<file path="config.mk">
export PLATFORM = sky130hd
export DESIGN_NAME = mem_arbiter
export DESIGN_NICKNAME = d
export VERILOG_FILES = /design/src/rtl/mem_arbiter_pkg.sv /design/src/rtl/mem_arbiter_arb_prio.sv /design/src/rtl/mem_arbiter.sv
export SDC_FILE = /design/constraint.sdc
export NUM_CORES = 1
export LEC_CHECK = 0
export CORE_AREA = 10 10 109 111
export CTS_BUF_LIST = sky130_fd_sc_hd__clkbuf_4
export CTS_CLUSTER_SIZE = 10
export DETAILED_ROUTE_END_ITERATION = 7
export DIE_AREA = 0 0 119 121
export PLACE_DENSITY = 0.68
export SLEW_MARGIN = 40
export SYNTH_ARGS = -nofsm -noshare
export SYNTH_HDL_FRONTEND = slang
export SYNTH_HIERARCHICAL = 1
export SYNTH_SLANG_ARGS = --single-unit
</file>
<file path="constraint.sdc">
create_clock -name clk -period 2.45 [get_ports clk]
set_input_delay 0.3675 -clock clk [delete_from_list [all_inputs] [get_ports clk]]
set_output_delay 0.3675 -clock clk [all_outputs]
set_load 0.02 [all_outputs]
</file>
<file path="src/rtl/mem_arbiter_pkg.sv">
// Shared definitions for the memory arbiter: read-owner tag, grant bit positions
// and the default starvation threshold.
package mem_arbiter_pkg;

    localparam int unsigned StarveMaxDefault = 4;
    localparam int unsigned StarveCntW       = 4;

    // Bit positions inside the one-hot grant vector
    localparam int unsigned GntIf = 0;
    localparam int unsigned GntD  = 1;
    localparam int unsigned GntLd = 2;

    typedef enum logic [1:0] {
        OwnerNone = 2'd0,
        OwnerIf   = 2'd1,
        OwnerD    = 2'd2
    } owner_e;

endpackage

</file>
<file path="src/rtl/mem_arbiter_arb_prio.sv">
// Fixed-priority grant (ld > d > if) with instruction fetch promoted above the
// data port once the starvation flag is set.
module arb_prio
    import mem_arbiter_pkg::*;
(
    input  logic       if_req_i,
    input  logic       d_req_i,
    input  logic       ld_req_i,
    input  logic       if_promote_i,
    output logic [2:0] gnt_o
);

    always_comb begin
        gnt_o = '0;
        if (ld_req_i) begin
            gnt_o[GntLd] = 1'b1;
        end else if (if_req_i && (if_promote_i || !d_req_i)) begin
            gnt_o[GntIf] = 1'b1;
        end else if (d_req_i) begin
            gnt_o[GntD] = 1'b1;
        end
    end

endmodule

</file>
<file path="src/rtl/mem_arbiter.sv">
// Single-port RAM arbiter for fetch, data and loader requesters; tracks which
// requester owns the read data returning one cycle after a granted read.
module mem_arbiter
    import mem_arbiter_pkg::*;
#(
    parameter int unsigned ADDR_W     = 32,
    parameter int unsigned DATA_W     = 32,
    parameter int unsigned STARVE_MAX = StarveMaxDefault
) (
    input  logic              clk,
    input  logic              reset,
    input  logic              if_req,
    input  logic [ADDR_W-1:0] if_addr,
    output logic              if_gnt,
    output logic              if_rvalid,
    input  logic              d_req,
    input  logic              d_we,
    input  logic [ADDR_W-1:0] d_addr,
    input  logic [DATA_W-1:0] d_wdata,
    output logic              d_gnt,
    output logic              d_rvalid,
    input  logic              ld_req,
    input  logic [ADDR_W-1:0] ld_addr,
    input  logic [DATA_W-1:0] ld_wdata,
    output logic              ld_gnt,
    output logic [DATA_W-1:0] rdata,
    output logic              stall,
    output logic              mem_en,
    output logic              mem_we,
    output logic [ADDR_W-1:0] mem_addr,
    output logic [DATA_W-1:0] mem_wdata,
    input  logic [DATA_W-1:0] mem_rdata
);

    localparam logic [StarveCntW-1:0] StarveLimit = StarveCntW'(STARVE_MAX);

    logic [StarveCntW-1:0] starve_cnt_q, starve_cnt_d;
    owner_e                owner_q, owner_d;
    logic [2:0]            gnt_raw, gnt;

    arb_prio u_arb_prio (
        .if_req_i     (if_req),
        .d_req_i      (d_req),
        .ld_req_i     (ld_req),
        .if_promote_i (starve_cnt_q == StarveLimit),
        .gnt_o        (gnt_raw)
    );

    // Reset masks every grant so nothing reaches the RAM during reset
    assign gnt    = reset ? gnt_raw : 3'b000;
    assign if_gnt = gnt[GntIf];
    assign d_gnt  = gnt[GntD];
    assign ld_gnt = gnt[GntLd];

    assign stall = (if_req & ~if_gnt) | (d_req & ~d_gnt);

    always_comb begin
        mem_en    = 1'b0;
        mem_we    = 1'b0;
        mem_addr  = '0;
        mem_wdata = '0;
        owner_d   = OwnerNone;
        unique case (gnt)
            3'b001: begin
                mem_en   = 1'b1;
                mem_addr = if_addr;
                owner_d  = OwnerIf;
            end
            3'b010: begin
                mem_en    = 1'b1;
                mem_we    = d_we;
                mem_addr  = d_addr;
                mem_wdata = d_wdata;
                owner_d   = d_we ? OwnerNone : OwnerD;
            end
            3'b100: begin
                mem_en    = 1'b1;
                mem_we    = 1'b1;
                mem_addr  = ld_addr;
                mem_wdata = ld_wdata;
            end
            default: ;
        endcase
    end

    always_comb begin
        starve_cnt_d = starve_cnt_q;
        if (!if_req || if_gnt) begin
            starve_cnt_d = '0;
        end else if (starve_cnt_q != StarveLimit) begin
            starve_cnt_d = starve_cnt_q + 1'b1;
        end
    end

    always_ff @(posedge clk) begin
        if (!reset) begin
            starve_cnt_q <= '0;
            owner_q      <= OwnerNone;
        end else begin
            starve_cnt_q <= starve_cnt_d;
            owner_q      <= owner_d;
        end
    end

    assign if_rvalid = (owner_q == OwnerIf);
    assign d_rvalid  = (owner_q == OwnerD);
    assign rdata     = mem_rdata;

endmodule
</file>
==> images/final_congestion.png <==
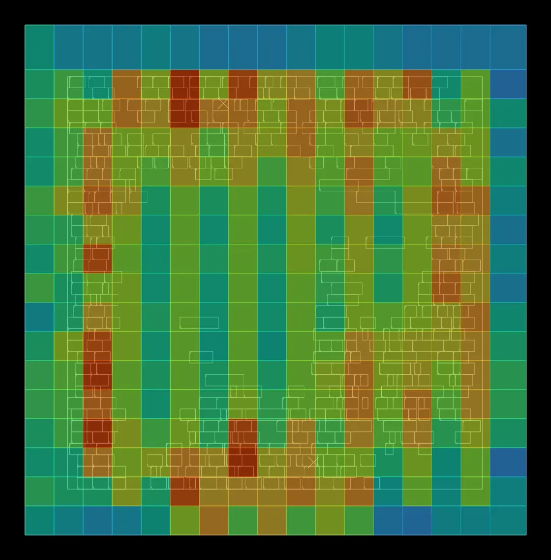
met3 usage: 5.351%
Core Util, Final: 44.82%

==> images/met3.png <==
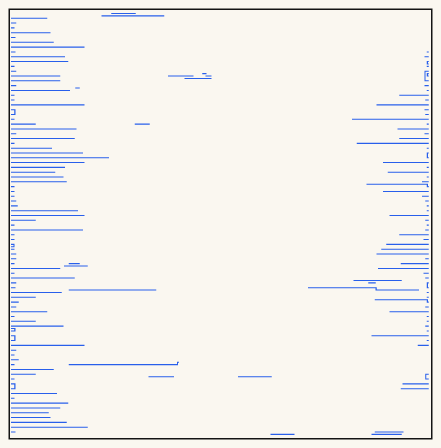
share of all routed wire: 10%
wire length on this layer: 1170 um
longest straight run: 30.6 um
main direction: horizontal
final WL: 11.60 mm
vias: 2514

==> images/registers.png <==
Other cells in grey.
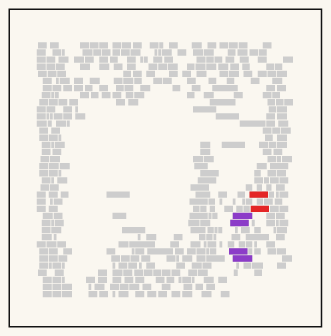
legend:
  purple:
    netlist_name: `starve_cnt_q`
    sequential_cells: 4
    where: lower right
  red:
    netlist_name: `owner_q`
    sequential_cells: 2
register area: 122.6 um^2
sequential logic power: 102 uW
Seq/total area: 2.838%

==> images/metal_stack.png <==
Two of the layers only.
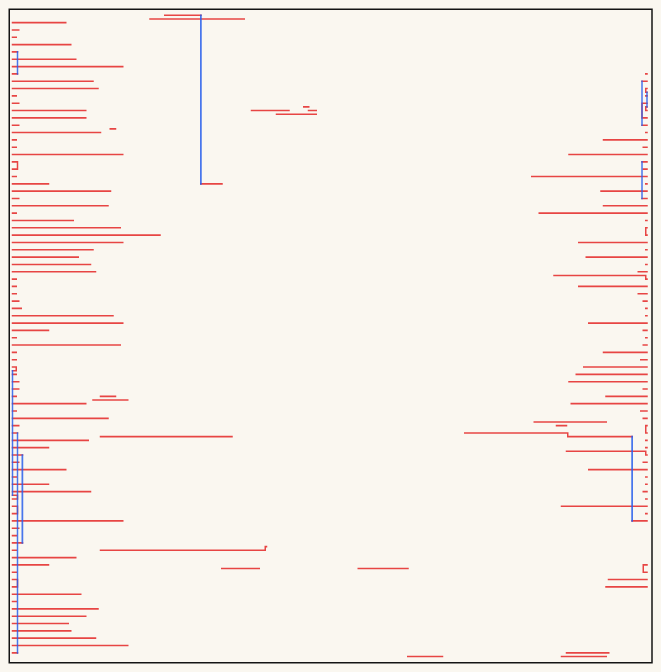
legend:
  blue:
    layer: met4
    wire_length: 149 um
  red:
    layer: met3
    wire_length: 1170 um
Total GRT Usage: 13.24%
routed length per placed instance: 21.13 um

==> CHANGELOG.md <==
### Changed

* Crit Reg-Reg Startpoint: starve_cnt_q[1]$_SDFFE_PP0N_
* Hold depth at 2
* Die area at 14400 um^2
* Register-to-register setup slack at 580 ps
* Longest Clk Path Bufs at 2
* Pleak at 2.050 nW
* Syn Area/Cell at 7.924 um^2
* Fmax at 377.7 MHz
* Worst-Skew Late Latency at 240 ps
* Clk sinks at 6
* CP required at 2080 ps
* Area growth syn-to-layout at 188.5%
* Setup Viol. Count Final at 66
* Crit start category: flop
* Commonest flop: dfxtp_1
* Number of enable flip-flop cells at 0
* I/O pin count at 302
* Die height at 121 um
* Timing startpoint of the critical path: starve_cnt_q[1]$_SDFFE_PP0N_
* Slack of the critical path at -197.3 ps
* Final worst path period share at 108.1%
* Reg2Reg Depth at 10
* Synth async-reset ratio at 0%
* Initial DRC count at 289
* Maximum vdd ir drop at 84.13 uV
* Fp_density at 15.54%
* R2R Path End: owner_q[1]$_SDFF_PN0_
* Cells after Synth at 189
* Max incr delay on CP at 370 ps
* Final Max Slew Viols at 0
* CP Class: flop to output pin
* Synthesized registers at 6
* Core Box Area at 9639 um^2
* Crit path to: mem_en
* WP data arrival at 2280 ps
* Vias in the first global route at 2694
* Yosys cell types at 24
* Synth Warn # at 6
* Worst Hold End: starve_cnt_q[3]$_SDFFE_PP0N_
* Hold WS at 532.4 ps
* Syn nets at 389
* Post-DP HPWL at 8.837 mm
* Routability cong. at 0.7060
* # Max-Cap Violations at 0
* RSZ-0062 raised after global routing: yes
* CTS root buf: clkbuf_4
* DRC at 2
* Largest net degree at the start of global routing at 31
* Row cnt at 36
* Status: complete, but fails checks
* Critical-path cell list: inv_2 -> ha_4 -> nand3b_1 -> inv_2 -> a211oi_4 -> and4bb_4 -> buf_6 -> clkbuf_16 -> or3_1 -> buf_6
* GRT overflow at 0
* Tool Warnings at 29
* Clock Skew at 2.934 ps
* DRT Pass-1 Iters at 8
* Fin nets at 618
* Yosys stat chip area at 1498 um^2
* CTS Buf Count at 3
* Pwr Density at 207.1 nW/um^2
* Antenna Nets Post-Route at 0
* Failing checks: design-rule violations, negative setup slack
==> synth_stat cells (all sizes together), types with 2 or more instances <==
| master | number |
|---|---|
| buf | 51 |
| inv | 39 |
| a222oi | 32 |
| a22o | 32 |
| dfxtp | 6 |
| nor2 | 4 |
| and4bb | 3 |
| nor2b | 3 |
| and2 | 2 |
| ha | 2 |
| mux2i | 2 |
| nand2 | 2 |
| nand3b | 2 |
| xnor2 | 2 |
==> cell families (layout without fill, tap and decap cells) <==
family	count (synthesis)	in the layout	share of synthesized area [%]
adder cells (fa/ha/maj)	2	2	1.671
flip-flops	6	6	8.020
multiplexers	2	2	1.337
XOR/XNOR	2	2	1.170
AND/OR/NAND/NOR	18	18	8.103
buffers and inverters	90	317	36.93
AND-OR/OR-AND	69	69	42.77
==> through the flow <==
stage                     cell area, um^2  std cells  setup WS (ps)  power [mW]  util (%)
after floorplan                      1498        189          115.6      0.3701         -
after global placement               3797        522         -473.0      0.7114     39.40
after detailed placement             3797        522         -512.3      0.7187     39.40
after CTS                            3986        535         -247.0      0.8390     41.36
after global routing                 4320        549         -325.8      0.9406     44.82
final                                4320        549         -197.3      0.8949     44.82
==> routing by layer <==
metal	wire [um]	share of wire (%)	track usage (%)
met3	1165	10	5.351
met2	6280	54	26.42
met1	4004	35	12.19
met5	0	0	0
met4	148	1.3	2.977
==> sequential cells by signal (all words and copies together), names as in the netlist <==
register,flops
starve_cnt_q,4
owner_q,2
==> placed cells by master (no fill, tap or decap), types with 3 or more instances in the layout <==
master / synthesis / final
buf_6: 9 / 69
clkdlybuf4s50_1: 0 / 168
a222oi_1: 32 / 32
nor2b_1: 3 / 3
buf_2: 4 / 5
buf_16: 0 / 5
inv_2: 0 / 3
a22o_1: 32 / 32
nor2_1: 4 / 4
clkbuf_4: 0 / 3
buf_4: 38 / 12
clkbuf_16: 0 / 5
inv_1: 39 / 36
buf_12: 0 / 6
dfxtp_1: 6 / 4
==> cell type report <==
type	instances	area, um^2
Multi-Input combinational cell	93	848.3
Timing Repair Buffer	275	3014
Sequential cell	6	122.6
Inverter	39	146.4
Fill cell	970	5319
Tap cell	133	166.4
Clock buffer	3	22.52
==> power by group <==
part           total, mW  switching, mW  leakage (nW)  internal [mW]
clock             0.0870         0.0319        0.0138         0.0551
sequential         0.102        0.00119        0.0495          0.101
combinational      0.706          0.254          1.99          0.452
==> repair_timing <==
item	4_1_cts	5_1_grt
hold buffers	0	0
pin swaps	24	39
setup buffers	5	7
endpoints found under the setup margin	69	66
gates resized	377	39
cloned	5	7
==> worst max-delay path, delay by kind of cell, from the launching register on <==
family          cells  cell delay (ps)
simple gates        3              790
buf+inv             5              540
flops               1              320
compound gates      1              240
fa+ha+maj           1              150
Power figures rest on the tool's default switching activity, not on a simulated workload.
